[config.mk]
export PLATFORM = sky130hd
export DESIGN_NAME = soqpsk_lut_sequencer
export DESIGN_NICKNAME = d
export VERILOG_FILES = /design/src/rtl/soqpsk_lut_sequencer.sv
export SDC_FILE = /design/constraint.sdc
export NUM_CORES = 1
export LEC_CHECK = 0
export ABC_AREA = 0
export CORE_MARGIN = 3
export CORE_UTILIZATION = 40
export DETAILED_ROUTE_END_ITERATION = 10
export PLACE_DENSITY = 0.71
export SLEW_MARGIN = 20
export SYNTH_ARGS = -nofsm -noshare
export SYNTH_HDL_FRONTEND = slang
export SYNTH_SLANG_ARGS = --single-unit
[constraint.sdc]
create_clock -name clock -period 1.6 [get_ports clock]
set_input_delay 0.16 -clock clock [delete_from_list [all_inputs] [get_ports clock]]
set_output_delay 0.16 -clock clock [all_outputs]
set_load 0.02 [all_outputs]
[src/rtl/soqpsk_lut_sequencer.sv]
// SOQPSK bit front end: precodes serial bits into the ternary alphabet, tracks
// the carrier quadrant and sequences waveform ROM addresses/samples.
module soqpsk_lut_sequencer #(
  parameter int SPS_LOG2    = 4,
  parameter int ROM_LATENCY = 2,
  parameter int DATA_W      = 14
) (
  input  logic              clock,
  input  logic              reset_n,
  input  logic              enable,
  input  logic              sample_en,
  input  logic              bit_in,
  input  logic              bit_valid,
  output logic              bit_ready,
  output logic [8:0]        rom_addr,
  input  logic [DATA_W-1:0] rom_q,
  output logic [DATA_W-1:0] sample_out,
  output logic              sample_valid,
  output logic              underrun,
  output logic              busy
);

  typedef enum logic {IDLE, RUN} state_t;

  state_t                state, state_next;
  logic [SPS_LOG2-1:0]   sample_cnt;
  logic [1:0]            quadrant;
  logic [1:0]            alpha;
  logic                  parity;
  logic                  hist1, hist2;
  logic [ROM_LATENCY:0]  valid_pipe;

  logic                  step, boundary, accept, par_in;
  logic [1:0]            alpha_new;

  // Bits are 1 -> +1, 0 -> -1. The product sign is negative when an odd number
  // of the three factors (a_k - a_{k-2}, a_{k-1}, (-1)^(k+1)) are negative.
  function automatic logic [1:0] precode(input logic ak, input logic a1,
                                         input logic a2, input logic k);
    if (ak == a2)
      return 2'b00;
    else if (ak ^ a1 ^ k)
      return 2'b01;
    else
      return 2'b11;
  endfunction

  always_comb begin
    state_next = state;
    bit_ready  = 1'b0;
    step       = 1'b0;
    boundary   = 1'b0;
    if (!enable) begin
      state_next = IDLE;
    end else begin
      case (state)
        IDLE: begin
          bit_ready = 1'b1;
          if (bit_valid) state_next = RUN;
        end
        RUN: begin
          step      = sample_en;
          boundary  = sample_en && (sample_cnt == '1);
          bit_ready = boundary;
        end
        default: state_next = IDLE;
      endcase
    end
    bit_ready = bit_ready && reset_n;
    accept    = bit_ready && bit_valid;
    // A bit taken at a boundary belongs to the next symbol, hence the toggled parity.
    par_in    = (state == RUN) ? ~parity : parity;
    alpha_new = precode(bit_in, hist1, hist2, par_in);
  end

  always_ff @(posedge clock) begin
    if (!reset_n) begin
      state        <= IDLE;
      sample_cnt   <= '0;
      quadrant     <= '0;
      alpha        <= '0;
      parity       <= 1'b0;
      hist1        <= 1'b1;
      hist2        <= 1'b1;
      valid_pipe   <= '0;
      rom_addr     <= '0;
      sample_out   <= '0;
      sample_valid <= 1'b0;
      underrun     <= 1'b0;
    end else begin
      state        <= state_next;
      underrun     <= 1'b0;
      valid_pipe   <= {valid_pipe[ROM_LATENCY-1:0], step};
      sample_valid <= valid_pipe[ROM_LATENCY];
      if (valid_pipe[ROM_LATENCY]) sample_out <= rom_q;

      if (!enable || (state == IDLE)) begin
        sample_cnt <= '0;
      end else if (step) begin
        rom_addr   <= {quadrant, alpha, parity, sample_cnt};
        sample_cnt <= sample_cnt + SPS_LOG2'(1);
      end

      if (boundary) begin
        quadrant <= quadrant + alpha;
        parity   <= ~parity;
        if (!bit_valid) begin
          alpha    <= '0;
          underrun <= 1'b1;
        end
      end

      if (accept) begin
        alpha <= alpha_new;
        hist1 <= bit_in;
        hist2 <= hist1;
      end
    end
  end

  assign busy = (state == RUN);

endmodule
**Run 1: placement by cell class**

Scale bar: 20 microns.
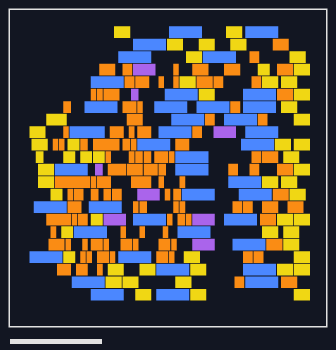
Key: combinational and other logic = orange [cells 110]; other buffers and delay cells = yellow [cells 55]; clock drivers and dummy loads = purple [cells 8]; flops = blue [cells 40]

**Run 1: cell outlines without signal wires**

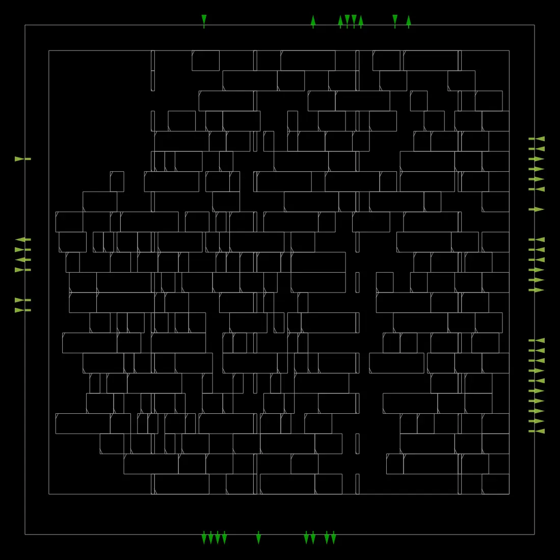
end-of-flow core utilization: 59.4%
TAP cells: 48
layout sequential cell count: 40

==> Table 3: Implementation characteristics, run 1 <==
Physical implementation characteristics

Parameter                              Value

Status
  Outcome .................. complete, no violations

Clock network
  Clock Path Buffers .................. 2
  Clk_lat worst skew .................. 280 ps
  Clock tree from TritonCTS .................. built
  Htree depth .................. 2
  Clock sink count .................. 40
  Clock Pin Slew Worst Setup and Hold Paths .................. 70 ps

Worst setup path
  Data arrival time of the critical path .................. 1690 ps
  Slowest stage cell, crit path .................. or3_4
  Startpoint types .................. register
  Required time reported for the critical path endpoint .................. 1760 ps
  Sort of element at the end of the critical path .................. register
  Worst setup path class .................. register to register
  Maximum single-stage delay on the critical path .................. 380 ps
  RR Startpoint .................. sample_cnt[1]$_SDFFE_PP0P_
  Startpoint of the most critical setup path .................. sample_cnt[1]$_SDFFE_PP0P_

Cells and area
  Share of layout cells above drive strength 1 .................. 11.3%
  Leading registers by flop count .................. sample_out x14, rom_addr x9, sample_cnt x4
  Signed area change from the synthesized netlist to the final layout .................. 40.1%

Global routing
  Antenna violations before repair .................. 0
  Via count of the first global-routing pass .................. 1171
  Maximum number of pins on one net before global-route repair .................. 31

Pwr
  Sw Share .................. 21.3%
  Areal power density over the cells .................. 820 mW/mm^2
  Int Pwr .................. 0.00142 W
  Clock power frac .................. 36.9%
  Maximum vdd drop .................. 539 uV

Timing
  Max-slew violations .................. 0
  Highest Clock Rate .................. 655 MHz
  Setup slack of the critical path after layout .................. 73.3 ps
  Least-Margin Pin Slew .................. 322 ps
  Clk_skew .................. 1.74 ps
  Normalized max-slew margin .................. 78.5%
  Total Neg Setup Slack .................. 0 ps

Route
  Post-detailed-route via-to-cell ratio .................. 4.76
  DRC errors left .................. 0

Placement
  RD Place Congestion .................. 0.768
  Cells after DPL .................. 253

Synth
  Portion of the post-synthesis area used by sequential elements .................. 50.9%
  Post-synthesis instance total .................. 159
  Yosys top cell by area .................. dfxtp_1
  Post-synthesis sequential element count .................. 40

Min path
  Worst hold path type .................. register to register
  Hold path start .................. valid_pipe[1]$_SDFF_PN0_
**Run 1: signal wires on met2**

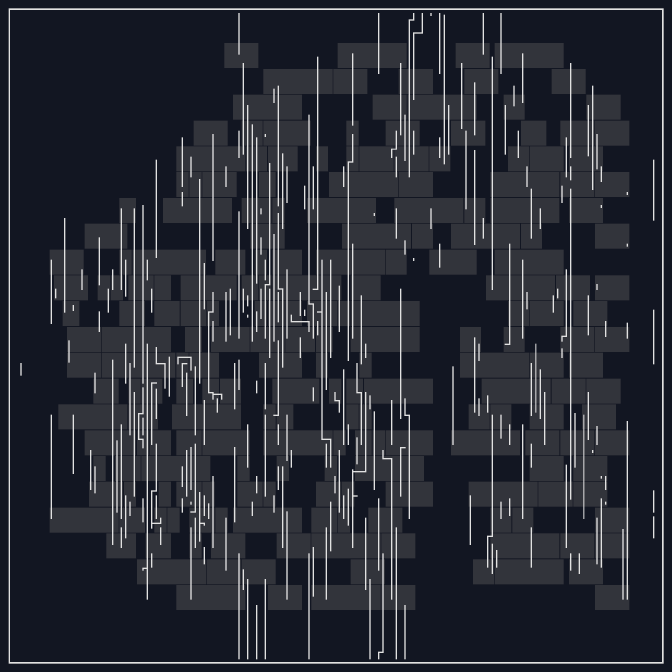
The layer holds 51% of the routed length. 200 nets have wire on it. The longest straight run is 32.6 microns. The layer carries 1570 microns of wire.

**Run 1: gate families picked out**

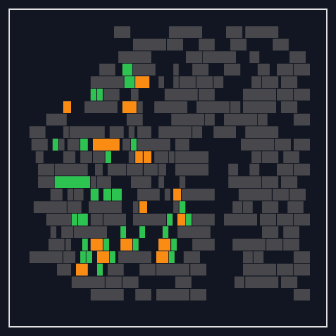
Key: NAND gates = green [cells 29]; inverting AOI/OAI gates = orange [cells 15]

run 1: cell type report:
type | instances | area (sq um) | area share (%)
flip-flops and latches | 40 | 802 | 36.4
multi-input cells | 108 | 718 | 32.6
repair buffers | 55 | 526 | 23.8
clock buffers | 6 | 82.6 | 3.74
well taps | 48 | 60.1 | 2.72
clock inverters | 2 | 10.0 | 0.454
inverters | 2 | 7.51 | 0.340
run 1: cells in the final DEF (no fill, tap or decap):
| cell | Yosys | routed |
|---|---|---|
| dfxtp_1 | 40 | 39 |
| nand3_1 | 3 | 3 |
| clkbuf_8 | 0 | 6 |
| nand2_1 | 21 | 21 |
| and3_1 | 1 | 1 |
| dlymetal6s2s_1 | 0 | 1 |
| a21oi_4 | 1 | 1 |
| a21boi_0 | 6 | 6 |
| mux2i_1 | 18 | 18 |
| ha_1 | 2 | 1 |
| a21oi_1 | 5 | 5 |
| xnor2_1 | 6 | 6 |
| nor2_1 | 16 | 16 |
| buf_4 | 1 | 9 |
| nor3_1 | 2 | 2 |
| and2_1 | 3 | 3 |
| ha_2 | 0 | 1 |
| a311oi_1 | 1 | 1 |
| nand4_4 | 1 | 1 |
| o21ai_0 | 1 | 1 |
| clkdlybuf4s50_1 | 0 | 44 |
| xor2_1 | 2 | 2 |
| a32o_1 | 1 | 1 |
| nor2b_1 | 12 | 12 |
| dfxtp_2 | 0 | 1 |
| a21oi_2 | 1 | 1 |
| nand2b_1 | 2 | 2 |
| inv_1 | 2 | 2 |
| buf_2 | 3 | 1 |
| or3_4 | 1 | 1 |
| clkinv_2 | 0 | 2 |
| nand4_1 | 2 | 2 |
run 1: what timing repair did:
item | in CTS | in global routing
endpoints found under the setup margin | 2 | 4
pin swaps | 0 | 1
gates resized | 4 | 3
run 1: worst max-delay path: cells and delay by family, from the launching register on:
kind	cells	cell delay, ps
fa+ha+maj	1	210
simple gates	2	480
flops	1	340
buf+inv	1	180
compound gates	2	200
run 1: logic make-up (layout without fill, tap and decap cells):
group,after synthesis,in the layout,synth area share (%)
AND/OR/NAND/NOR,64,64,20.4
flip-flops,40,40,50.9
multiplexers,18,18,11.4
AND-OR/OR-AND,16,16,7.55
buffers and inverters,11,65,3.66
XOR/XNOR,8,8,4.45
adder cells (fa/ha/maj),2,2,1.59
run 1: synthesized netlist by cell type, drive strengths merged:
master and number:
and2 3, and3 1, or3 1, xor2 2, a21boi 6, nand2b 2
o21ai 1, nor2b 12, a21oi 7, clkbuf 4, inv 2, nor2 16
nand3 3, dfxtp 40, nand2 21, nand4 3, ha 2, a311oi 1
mux2i 18, buf 5, a32o 1, xnor2 6, nor3 2
run 1: stage by stage:
step | area (sq um) | power (W) | hold slack, ps
after floorplan | 1570 | 0.00109 | 276
after detailed placement | 2110 | 0.00117 | 420
after CTS | 2210 | 0.00184 | 440
after global placement | 2110 | 0.00116 | 423
after global routing | 2210 | 0.00189 | 450
final | 2210 | 0.00181 | 437
run 1: per-layer routing:
| layer | global-route usage [%] | up-vias | routed length (microns) |
|---|---|---|---|
| li1 | - | 632 | - |
| met1 | 13.7 | 558 | 1200 |
| met2 | 26.5 | 47 | 1570 |
| met3 | 5.02 | 5 | 254 |
| met4 | 5.84 | 0 | 47 |
| met5 | 0 | - | 0 |
## Run 2: what changed since run 1
- CORE_UTILIZATION: 40 -> 46
- PLACE_DENSITY: 0.71 -> 0.79
**Run 2: routed clock nets over the placement**

Scale bar: 20 microns.
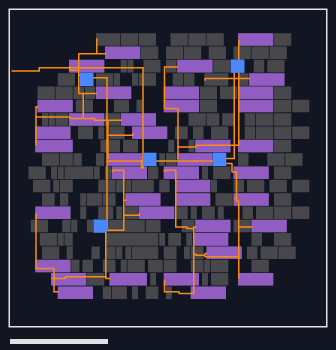
Key: clock drivers = blue [count 5]; flip-flops = purple [count 40]; clock wires = orange [length 420 microns]
There are 6 routed clock nets. Position of the flops: all over the die.

**Run 2: gate families picked out**

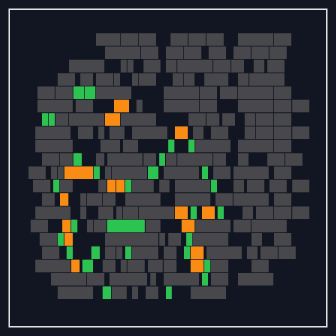
Key: inverting AOI/OAI gates = orange [cells 15]; NAND gates = green [cells 29]

==> Table 3: Implementation characteristics, run 2 <==
Physical implementation characteristics

Parameter                              Value

Status
  Outcome .................. complete, no violations

Timing
  Clk_skew .................. 6.98 ps
  Setup slack of the critical path after layout .................. 86.1 ps
  Normalized max-slew margin .................. 76.1%
  Least-Margin Pin Slew .................. 358 ps
  Highest Clock Rate .................. 661 MHz
  Max-slew violations .................. 0

Clock network
  Clk_lat worst skew .................. 340 ps
  Clock tree from TritonCTS .................. built

Route
  Post-detailed-route via-to-cell ratio .................. 4.92

Synth
  Portion of the post-synthesis area used by sequential elements .................. 50.9%
  Async set-or-reset flop fraction in the synthesized netlist .................. 0%
  Post-synthesis sequential element count .................. 40

Pwr
  Maximum vdd drop .................. 650 uV
  Areal power density over the cells .................. 841 mW/mm^2

Placement
  Cell Area, Placed .................. 0.00212 sq mm
  RD Place Congestion .................. 0.792

Cells and area
  Leading registers by flop count .................. sample_out x14, rom_addr x9, sample_cnt x4
  End-of-flow core utilization .................. 70.4%

Min path
  Worst hold path type .................. input pin to register

Global routing
  Via count of the first global-routing pass .................. 1330

Worst setup path
  Startpoint types .................. register
==> run 2: cell counts after synthesis <==
No cell type changed its count.
==> run 2: logic make-up after synthesis <==
group / Yosys count / share of synthesized area (%)
AOI/OAI and AO/OA: 16 / 7.55
xor gates and xnor gates: 8 / 4.45
adders and majority gates: 2 / 1.59
buffers and inverters: 11 / 3.66
DFF: 40 / 50.9
muxes: 18 / 11.4
and+or+nand+nor: 64 / 20.4
==> run 2: layer usage <==
layer | vias up | track usage [%] | part of all wire [%]
met5 | - | 0 | 0
met4 | 0 | 10.0 | 2.0
met3 | 7 | 5.37 | 5.6
met2 | 37 | 31.1 | 51
met1 | 593 | 17.7 | 41
li1 | 637 | - | -
==> run 2: metrics by stage <==
stage               hold WS (ps)  power [W]
floorplan                    276    0.00109
finish                       387    0.00186
detailed placement           422    0.00117
CTS                          372    0.00189
global route                 393    0.00194
global placement             423    0.00116
==> run 2: report_power, final <==
part	switching, W	total (W)	leakage [nW]	internal (W)
clock	0.000308	0.000723	0.0515	0.000415
combinational	0.0000525	0.000130	0.437	0.0000778
sequential	0.00000828	0.00101	0.324	0.00100
==> run 2: layout make-up <==
cell class	instances	area [sq um]
tap	44	55.1
inverter	2	7.51
multi-input combinational	108	718
clock inverter	1	30.0
clock buffer	7	65.1
fill	266	935
timing repair buffer	57	539
sequential	40	803
==> run 2: worst paths after layout <==
| kind | depth (start not counted) | startpoint | slack (ps) | end |
|---|---|---|---|---|
| worst max-delay path | 6 | sample_cnt[0]$_SDFFE_PP0P_ | 90 | alpha[0]$_SDFFE_PN0P_ |
| worst min-delay path | 3 | enable | 390 | busy$_SDFF_PN0_ |
| worst max register to register | 6 | sample_cnt[0]$_SDFFE_PP0P_ | 90 | alpha[0]$_SDFFE_PN0P_ |
| worst min register to register | 1 | valid_pipe[0]$_SDFF_PN0_ | 440 | valid_pipe[1]$_SDFF_PN0_ |
==> run 2: repair_timing <==
item,4_1_cts,5_1_grt
gates cloned,0,0
gates resized,7,2
pin swaps,0,1
endpoints found under the setup margin,2,3
endpoints found under the hold margin,0,0
==> run 2: worst register-to-register path, cell delays in order, from the launching register on <==
cell and delay, ps:
dfxtp_1 360, ha_2 210, nand4_4 100, buf_4 170
or3_4 370, a21oi_2 140, a311oi_1 50
Power figures rest on the tool's default switching activity, not on a simulated workload.
